## src/rtl/divide8_signed_sequential_if.sv

```systemverilog
// Divider handshake bundle: start/operands toward the divider, busy/done/results back.
// master drives requests, slave is the divider side.
interface divide8_signed_sequential_if #(
  parameter int WIDTH = 8
);
  logic                 start;
  logic [2*WIDTH-1:0]   dividend_a;
  logic [WIDTH-1:0]     divisor_b;
  logic                 busy;
  logic                 done;
  logic [WIDTH-1:0]     quotient;
  logic [WIDTH-1:0]     remainder;
  logic                 overflow;
  logic                 div_by_zero;

  modport master (
    output start, dividend_a, divisor_b,
    input  busy, done, quotient, remainder, overflow, div_by_zero
  );

  modport slave (
    input  start, dividend_a, divisor_b,
    output busy, done, quotient, remainder, overflow, div_by_zero
  );
endinterface

```

## src/rtl/divide8_signed_sequential.sv

```systemverilog
// Signed restoring divider (2W/W -> W quotient, W remainder), one quotient bit per clock.
// done pulses WIDTH+1 edges after acceptance; start ignored while busy. DIVIDE_SIGNED_EARLY_ERR_EN: errors finish after 1 edge.
module divide8_signed_sequential #(
  parameter int WIDTH = 8
) (
  input logic                         clk,
  input logic                         rst,
  divide8_signed_sequential_if.slave  bus
);
  typedef enum logic [1:0] {IDLE, CALC, FIX} state_t;

  localparam int CW = (WIDTH > 1) ? $clog2(WIDTH) : 1;
  localparam logic [CW-1:0]    LAST    = CW'(WIDTH - 1);
  localparam logic [WIDTH-1:0] MAX_POS = {1'b0, {(WIDTH-1){1'b1}}};
  localparam logic [WIDTH-1:0] MAX_NEG = {1'b1, {(WIDTH-1){1'b0}}};

  state_t             state_q, state_d;
  logic [CW-1:0]      cnt_q, cnt_d;
  logic [WIDTH-1:0]   lo_q, lo_d;
  logic [WIDTH:0]     rem_q, rem_d;
  logic [WIDTH-1:0]   quo_q, quo_d;
  logic [WIDTH-1:0]   dvs_q, dvs_d;
  logic               sa_q, sa_d, sb_q, sb_d, div0_q, div0_d, uovf_q, uovf_d;
  logic               busy_q, busy_d, done_q, done_d;
  logic [WIDTH-1:0]   quot_q, quot_d, remo_q, remo_d;
  logic               ovf_q, ovf_d, dz_q, dz_d;

  logic [2*WIDTH-1:0] a_mag;
  logic [WIDTH-1:0]   b_mag;
  logic [WIDTH:0]     trial;
  logic               ge, q_neg, range_ovf;

  // Magnitudes are unsigned, so |most negative| still fits.
  assign a_mag = bus.dividend_a[2*WIDTH-1] ? -bus.dividend_a : bus.dividend_a;
  assign b_mag = bus.divisor_b[WIDTH-1]    ? -bus.divisor_b  : bus.divisor_b;

  always_comb begin
    state_d   = state_q;
    cnt_d     = cnt_q;
    lo_d      = lo_q;
    rem_d     = rem_q;
    quo_d     = quo_q;
    dvs_d     = dvs_q;
    sa_d      = sa_q;
    sb_d      = sb_q;
    div0_d    = div0_q;
    uovf_d    = uovf_q;
    busy_d    = busy_q;
    done_d    = 1'b0;
    quot_d    = quot_q;
    remo_d    = remo_q;
    ovf_d     = ovf_q;
    dz_d      = dz_q;
    trial     = {rem_q[WIDTH-1:0], lo_q[WIDTH-1]};
    ge        = trial >= {1'b0, dvs_q};
    q_neg     = sa_q ^ sb_q;
    range_ovf = uovf_q | (!q_neg && (quo_q > MAX_POS)) | (q_neg && (quo_q > MAX_NEG));

    case (state_q)
      IDLE: begin
        if (bus.start) begin
          sa_d    = bus.dividend_a[2*WIDTH-1];
          sb_d    = bus.divisor_b[WIDTH-1];
          // Upper half seeds the partial remainder; uovf guarantees the quotient fits W bits otherwise.
          rem_d   = {1'b0, a_mag[2*WIDTH-1:WIDTH]};
          lo_d    = a_mag[WIDTH-1:0];
          dvs_d   = b_mag;
          div0_d  = (bus.divisor_b == '0);
          uovf_d  = (a_mag[2*WIDTH-1:WIDTH] >= b_mag) && (bus.divisor_b != '0);
          quo_d   = '0;
          cnt_d   = '0;
          busy_d  = 1'b1;
          state_d = CALC;
`ifdef DIVIDE_SIGNED_EARLY_ERR_EN
          if (div0_d || uovf_d) state_d = FIX;
`endif
        end
      end
      CALC: begin
        rem_d = ge ? (trial - {1'b0, dvs_q}) : trial;
        quo_d = {quo_q[WIDTH-2:0], ge};
        lo_d  = {lo_q[WIDTH-2:0], 1'b0};
        cnt_d = cnt_q + CW'(1);
        if (cnt_q == LAST) begin
          cnt_d   = '0;
          state_d = FIX;
        end
      end
      FIX: begin
        if (div0_q) begin
          quot_d = '0;
          remo_d = '0;
          ovf_d  = 1'b0;
          dz_d   = 1'b1;
        end else if (range_ovf) begin
          quot_d = '0;
          remo_d = '0;
          ovf_d  = 1'b1;
          dz_d   = 1'b0;
        end else begin
          quot_d = q_neg ? -quo_q : quo_q;
          remo_d = sa_q ? -rem_q[WIDTH-1:0] : rem_q[WIDTH-1:0];
          ovf_d  = 1'b0;
          dz_d   = 1'b0;
        end
        done_d  = 1'b1;
        busy_d  = 1'b0;
        state_d = IDLE;
      end
      default: state_d = IDLE;
    endcase
  end

  always_ff @(posedge clk or posedge rst) begin
    if (rst) begin
      state_q <= IDLE;
      cnt_q   <= '0;
      lo_q    <= '0;
      rem_q   <= '0;
      quo_q   <= '0;
      dvs_q   <= '0;
      sa_q    <= 1'b0;
      sb_q    <= 1'b0;
      div0_q  <= 1'b0;
      uovf_q  <= 1'b0;
      busy_q  <= 1'b0;
      done_q  <= 1'b0;
      quot_q  <= '0;
      remo_q  <= '0;
      ovf_q   <= 1'b0;
      dz_q    <= 1'b0;
    end else begin
      state_q <= state_d;
      cnt_q   <= cnt_d;
      lo_q    <= lo_d;
      rem_q   <= rem_d;
      quo_q   <= quo_d;
      dvs_q   <= dvs_d;
      sa_q    <= sa_d;
      sb_q    <= sb_d;
      div0_q  <= div0_d;
      uovf_q  <= uovf_d;
      busy_q  <= busy_d;
      done_q  <= done_d;
      quot_q  <= quot_d;
      remo_q  <= remo_d;
      ovf_q   <= ovf_d;
      dz_q    <= dz_d;
    end
  end

  assign bus.busy        = busy_q;
  assign bus.done        = done_q;
  assign bus.quotient    = quot_q;
  assign bus.remainder   = remo_q;
  assign bus.overflow    = ovf_q;
  assign bus.div_by_zero = dz_q;
endmodule

```

## src/flat_wrapper.sv

```systemverilog
// flat-port wrapper written by rule: the top's interface ports become plain ports
module divide8_signed_sequential_flat 
#(
  parameter int WIDTH = 8
)
  (clk, rst, bus_start, bus_dividend_a, bus_divisor_b, bus_busy, bus_done, bus_quotient, bus_remainder, bus_overflow, bus_div_by_zero);
  divide8_signed_sequential_if #(.WIDTH(WIDTH)) bus_i ();
  input logic clk;
  input logic rst;
  input wire logic [$bits(bus_i.start)-1:0] bus_start;
  input wire logic [$bits(bus_i.dividend_a)-1:0] bus_dividend_a;
  input wire logic [$bits(bus_i.divisor_b)-1:0] bus_divisor_b;
  output wire logic [$bits(bus_i.busy)-1:0] bus_busy;
  output wire logic [$bits(bus_i.done)-1:0] bus_done;
  output wire logic [$bits(bus_i.quotient)-1:0] bus_quotient;
  output wire logic [$bits(bus_i.remainder)-1:0] bus_remainder;
  output wire logic [$bits(bus_i.overflow)-1:0] bus_overflow;
  output wire logic [$bits(bus_i.div_by_zero)-1:0] bus_div_by_zero;
  assign bus_i.start = bus_start;
  assign bus_i.dividend_a = bus_dividend_a;
  assign bus_i.divisor_b = bus_divisor_b;
  assign bus_busy = bus_i.busy;
  assign bus_done = bus_i.done;
  assign bus_quotient = bus_i.quotient;
  assign bus_remainder = bus_i.remainder;
  assign bus_overflow = bus_i.overflow;
  assign bus_div_by_zero = bus_i.div_by_zero;
  divide8_signed_sequential #(.WIDTH(WIDTH)) u_core (.clk(clk), .rst(rst), .bus(bus_i));
endmodule
```

## config.mk

```make
export PLATFORM = sky130hd
export DESIGN_NAME = divide8_signed_sequential_flat
export DESIGN_NICKNAME = d
export VERILOG_FILES = /design/src/rtl/divide8_signed_sequential_if.sv /design/src/rtl/divide8_signed_sequential.sv /design/src/flat_wrapper.sv
export SDC_FILE = /design/constraint.sdc
export NUM_CORES = 1
export LEC_CHECK = 0
export CAP_MARGIN = 0
export CORE_MARGIN = 2
export CORE_UTILIZATION = 56
export DETAILED_ROUTE_END_ITERATION = 8
export PLACE_DENSITY = 0.91
export SLEW_MARGIN = 25
export SYNTH_ARGS = -nofsm -noshare
export SYNTH_HDL_FRONTEND = slang
export SYNTH_SLANG_ARGS = --single-unit
```

## constraint.sdc

```tcl
create_clock -name clk -period 3.33 [get_ports clk]
set_input_delay 0.333 -clock clk [delete_from_list [all_inputs] [get_ports clk]]
set_output_delay 0.333 -clock clk [all_outputs]
set_load 0.05 [all_outputs]
```

Figure 1. M3 wires.
(6 px per um) Cells faint in the background.
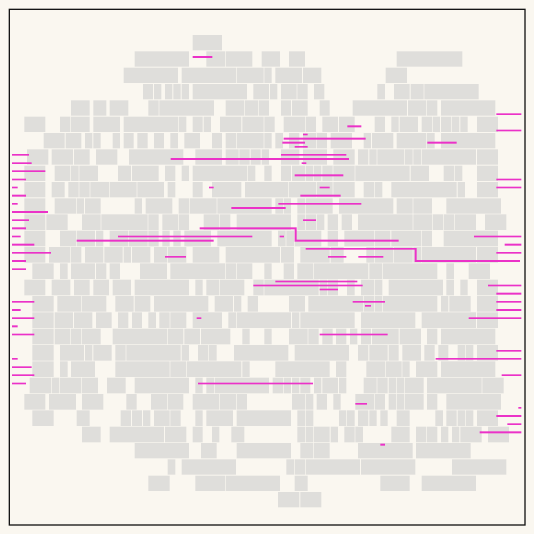
share of all routed wire: 5.8%
main direction: horizontal
longest straight run: 29.4 um
wire length on this layer: 460 um
Global Route met3 Usage: 0.0298
routed vias: 3145
total wire length after detailed routing: 7.91 mm

Figure 2. Metal 1.
(3 px per um) Supply wires on this layer in grey.
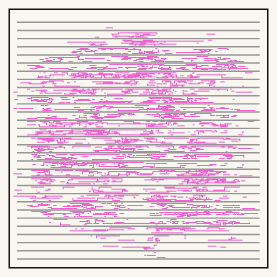
nets with wire on the layer: 454
longest straight run: 26.7 um
wire length on this layer: 3440 um
main direction: horizontal
met1 Use GR: 0.296

Figure 3. Clock wiring as the flow saved it.
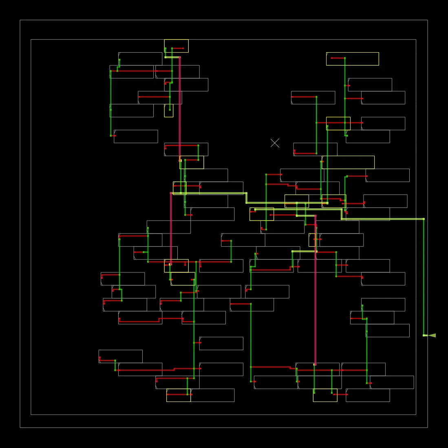
P_clk: 713 uW
Sink Count: 61
CLK BUF: 11

==> flow_summary.html <==
<h3>Run summary</h3>
<table>
<tr><th>Metric</th><th>Value</th></tr>
<tr><th colspan="2">Final timing</th></tr>
<tr><td>Final worst path period share</td><td>0.906</td></tr>
<tr><td>Final Setup Violations</td><td>0</td></tr>
<tr><td>Worst setup margin</td><td>0.312 ns</td></tr>
<tr><td>Final critical-path required period</td><td>3.02 ns</td></tr>
<tr><td>Least-Margin Pin Slew</td><td>0.635 ns</td></tr>
<tr><td>Worst hold slack after final layout</td><td>~0.21 ns</td></tr>
<tr><td>Max-slew violation count</td><td>0</td></tr>
<tr><td>Final setup skew</td><td>a little under 0.01 ns</td></tr>
<tr><td>Highest Clock Rate</td><td>0.331 GHz</td></tr>
<tr><td>Setup TNS after final layout</td><td>0 ns</td></tr>
<tr><td>Final hold viol count</td><td>0</td></tr>
<tr><td>Setup repair after global routing missed its margin</td><td>false</td></tr>
<tr><td>Max-slew headroom</td><td>0.573</td></tr>
<tr><th colspan="2">Global routing</th></tr>
<tr><td>Initial antenna violation count</td><td>0</td></tr>
<tr><td>Remaining global-route overflow</td><td>0</td></tr>
<tr><td>First-pass GRT wire length</td><td>roughly 13 mm</td></tr>
<tr><td>All-layer global routing usage</td><td>0.229</td></tr>
<tr><td>Largest net degree at the start of global routing</td><td>36</td></tr>
<tr><td>Number of global-route vias before repair</td><td>2949</td></tr>
<tr><th colspan="2">Place</th></tr>
<tr><td>HPWL after detailed placement</td><td>around 5.9 mm</td></tr>
<tr><td>Number of port buffers</td><td>around 46</td></tr>
<tr><td>Placement Cell Area</td><td>about 4200 sq um</td></tr>
<tr><td>Placed Instances</td><td>525</td></tr>
<tr><td>Final RePlAce weighted congestion</td><td>0.875</td></tr>
<tr><td>Worst slack, placed</td><td>-0.0111 ns</td></tr>
<tr><th colspan="2">Run status</th></tr>
<tr><td>Violations in the final reports</td><td>DRC</td></tr>
<tr><td>Status</td><td>finished with violations</td></tr>
<tr><th colspan="2">Clock network</th></tr>
<tr><td>Number of setup buffers added after CTS</td><td>0</td></tr>
<tr><td>Hold bufs inserted after CTS</td><td>0</td></tr>
<tr><td>Clock Pin Slew Worst Setup and Hold Paths</td><td>approximately 0.070 ns</td></tr>
<tr><td>Maximum buffer depth of the clock tree</td><td>2</td></tr>
<tr><td>Post-CTS resize count</td><td>0</td></tr>
<tr><td>CTS tree</td><td>built</td></tr>
<tr><td>Insertion delay to the later sink of the worst-skew pair</td><td>around 0.34 ns</td></tr>
<tr><td>Clk Tree Root Cell</td><td>sky130_fd_sc_hd__clkbuf_8</td></tr>
<tr><td>Cts bufs inserted</td><td>9</td></tr>
<tr><td>Number of H-tree levels</td><td>3</td></tr>
<tr><th colspan="2">Floorplan</th></tr>
<tr><td>Initial core utilization</td><td>0.585</td></tr>
<tr><td>Die area</td><td>roughly 7300 sq um</td></tr>
<tr><td>Die width</td><td>between 80 and 90 um</td></tr>
<tr><td>Number of placed I/O pins</td><td>47</td></tr>
<tr><td>Placement row count</td><td>29</td></tr>
<tr><td>Overall die height</td><td>85.7 um</td></tr>
<tr><td>Core Box Area</td><td>between 6000 and 7000 sq um</td></tr>
<tr><th colspan="2">Layout</th></tr>
<tr><td>Fraction of final layout cells sized beyond drive strength 1</td><td>0.0713</td></tr>
<tr><td>Post-Route Utilization</td><td>0.697</td></tr>
<tr><td>Number of filler instances in the final layout</td><td>~500</td></tr>
<tr><td>Antenna diodes</td><td>0</td></tr>
<tr><td>Non-filler cells, final</td><td>around 540</td></tr>
<tr><td>Most frequent cells in the layout</td><td>sky130_fd_sc_hd__nand2_1 (62), sky130_fd_sc_hd__dfrtp_1 (61), sky130_fd_sc_hd__o21ai_0 (50)</td></tr>
<tr><td>Number of nets in the layout</td><td>509</td></tr>
<tr><td>Finished layout cell area</td><td>4450 sq um</td></tr>
<tr><td>Most frequently placed logic cell in the final layout</td><td>sky130_fd_sc_hd__nand2_1</td></tr>
<tr><td>Synthesis-to-finish area growth</td><td>19.2%</td></tr>
<tr><th colspan="2">Yosys</th></tr>
<tr><td>Top-area cell share</td><td>0.408</td></tr>
<tr><td>Synthesized area</td><td>3740 sq um</td></tr>
<tr><td>Syn nets</td><td>between 400 and 500</td></tr>
<tr><td>Count of library flops with an enable pin</td><td>0</td></tr>
<tr><td>Number of synthesis warnings</td><td>0</td></tr>
<tr><td>Post-Syn Area per Cell</td><td>about 9.0 sq um</td></tr>
<tr><td>Synth async-reset ratio</td><td>1.00</td></tr>
<tr><td>Number of register bits inferred by synthesis</td><td>61</td></tr>
<tr><td>Ys flop type</td><td>sky130_fd_sc_hd__dfrtp_1</td></tr>
<tr><td>Unique masters post-synth</td><td>54</td></tr>
<tr><td>Number of cell instances after yosys synthesis</td><td>roughly 410</td></tr>
<tr><td>Post-synthesis cell type with the largest combined area</td><td>sky130_fd_sc_hd__dfrtp_1</td></tr>
<tr><td>Yosys synthesis chip area</td><td>3740 sq um</td></tr>
<tr><td>Cell count after synthesis</td><td>413</td></tr>
<tr><td>Seq/Total Area, Yosys</td><td>0.408</td></tr>
<tr><td>Largest cells by area after synthesis</td><td>sky130_fd_sc_hd__dfrtp_1 (41%), sky130_fd_sc_hd__ha_1 (7.4%), sky130_fd_sc_hd__o21ai_0 (6.7%)</td></tr>
<tr><th colspan="2">Worst setup path</th></tr>
<tr><td>Arr. time, crit path</td><td>3.24 ns</td></tr>
<tr><td>Endpoint of the worst register-to-register path</td><td>u_core.rem_q[6]$_DFFE_PP0P_</td></tr>
<tr><td>CP endpoint</td><td>u_core.uovf_q$_DFFE_PP0P_</td></tr>
<tr><td>Worst setup path category</td><td>in2reg</td></tr>
<tr><td>Crit path launch type</td><td>input pin</td></tr>
<tr><td>Worst r2r path cells</td><td>9</td></tr>
<tr><td>Worst setup path startpoint</td><td>bus_dividend_a[0]</td></tr>
<tr><td>Largest fanout on the critical path</td><td>4</td></tr>
<tr><td>Worst-case register-to-register setup slack</td><td>just under 0.9 ns</td></tr>
<tr><td>Worst setup EP type</td><td>flip-flop</td></tr>
<tr><td>R2R Path Start</td><td>u_core.lo_q[7]$_DFFE_PP0P_</td></tr>
<tr><td>Crit path DRT</td><td>roughly 3.6 ns</td></tr>
<tr><th colspan="2">Power and ir drop</th></tr>
<tr><td>Pwr dens</td><td>roughly 1000 nW/um^2</td></tr>
<tr><td>Leakage power summed over all cells</td><td>1.97 nW</td></tr>
<tr><td>Total Power Consumption</td><td>4.59 mW</td></tr>
<tr><td>Maximum VDD drop</td><td>0.709 mV</td></tr>
<tr><th colspan="2">Detailed routing</th></tr>
<tr><td>Final antenna-violating net count</td><td>0</td></tr>
<tr><td>DRC violations left</td><td>1</td></tr>
<tr><td>Total iterations of the first detailed-routing run</td><td>6</td></tr>
<tr><td>Detail-routed via count per cell</td><td>5.82</td></tr>
<tr><td>Wirelength per Cell</td><td>between 10 and 15 um</td></tr>
<tr><td>Iteration-0 DRC count of the detailed router</td><td>roughly 250</td></tr>
<tr><th colspan="2">Worst hold path</th></tr>
<tr><td>Tightest Hold Check Type</td><td>in2async</td></tr>
<tr><th colspan="2">Job</th></tr>
<tr><td>Warning total across the stage logs</td><td>26</td></tr>
<tr><td>Max-cap violations</td><td>0</td></tr>
</table>
## layout make-up
cell class,count,area [sq um],share of cell area
clock buffer,11,141,0.0317
inverter,22,82.6,0.0185
sequential,61,1530,0.343
timing repair buffer,53,513,0.115
tap,77,96.3,0.0216
clock inverter,4,72.6,0.0163
multi-input combinational,312,2020,0.454
## power breakdown
group          switching, mW  internal, mW  leakage [nW]
Sequential             0.286          1.07         0.770
Clock                  0.277         0.437         0.105
Combinational           1.49          1.03          1.09
## layer usage
layer / share of wire / vias to the layer above / global-route usage
met5: 0 / - / 0
met4: 0.015 / 0 / 0.0981
met3: 0.058 / 14 / 0.0298
met2: 0.49 / 103 / 0.388
met1: 0.43 / 1496 / 0.296
li1: - / 1532 / -
## flip-flops by register name (all words and copies together) (netlist names)
register                cells
u_core.sb_q                 1
u_core.state_q              2
u_core.div0_q               1
u_core.dvs_q                8
u_core.lo_q                 8
u_core.bus.div_by_zero      1
u_core.bus.quotient         8
u_core.bus.remainder        8
u_core.rem_q                8
u_core.cnt_q                3
u_core.quo_q                8
u_core.bus.overflow         1
u_core.bus.busy             1
u_core.sa_q                 1
u_core.bus.done             1
u_core.uovf_q               1
## worst max-delay path, cell delays in order
cell and delay [ns]:
sky130_fd_sc_hd__clkdlybuf4s50_1 0.44, sky130_fd_sc_hd__inv_1 0.10, sky130_fd_sc_hd__ha_1 0.16, sky130_fd_sc_hd__or3b_4 0.40, sky130_fd_sc_hd__or4_4 0.53, sky130_fd_sc_hd__nand2_1 0.10
sky130_fd_sc_hd__xnor2_1 0.17, sky130_fd_sc_hd__ha_1 0.29, sky130_fd_sc_hd__a21oi_1 0.18, sky130_fd_sc_hd__o21ai_0 0.11, sky130_fd_sc_hd__nand3_1 0.09, sky130_fd_sc_hd__a21oi_1 0.07
sky130_fd_sc_hd__o2111ai_1 0.19, sky130_fd_sc_hd__nand2_1 0.07
## logic make-up (layout without fill, tap and decap cells)
family	count (synthesis)	after routing	share of synthesized area
flops	61	61	0.408
compound gates	108	108	0.178
simple gates	136	136	0.174
buf+inv	40	90	0.0505
fa+ha+maj	23	23	0.0790
xor+xnor	34	34	0.0797
mux	11	11	0.0301
## Yosys cell counts, types with 6 or more instances
| master | count |
|---|---|
| sky130_fd_sc_hd__nand3_1 | 12 |
| sky130_fd_sc_hd__nor3_1 | 7 |
| sky130_fd_sc_hd__a21oi_1 | 17 |
| sky130_fd_sc_hd__xnor2_1 | 17 |
| sky130_fd_sc_hd__o21ai_0 | 50 |
| sky130_fd_sc_hd__o31ai_1 | 9 |
| sky130_fd_sc_hd__ha_1 | 22 |
| sky130_fd_sc_hd__nand2b_1 | 6 |
| sky130_fd_sc_hd__nand2_1 | 62 |
| sky130_fd_sc_hd__xor2_1 | 17 |
| sky130_fd_sc_hd__inv_1 | 22 |
| sky130_fd_sc_hd__mux2i_1 | 9 |
| sky130_fd_sc_hd__dfrtp_1 | 61 |
| sky130_fd_sc_hd__clkbuf_1 | 12 |
| sky130_fd_sc_hd__a22oi_1 | 6 |
| sky130_fd_sc_hd__nor2_1 | 24 |
No activity file was given, so power comes from the tool's default toggle rates.
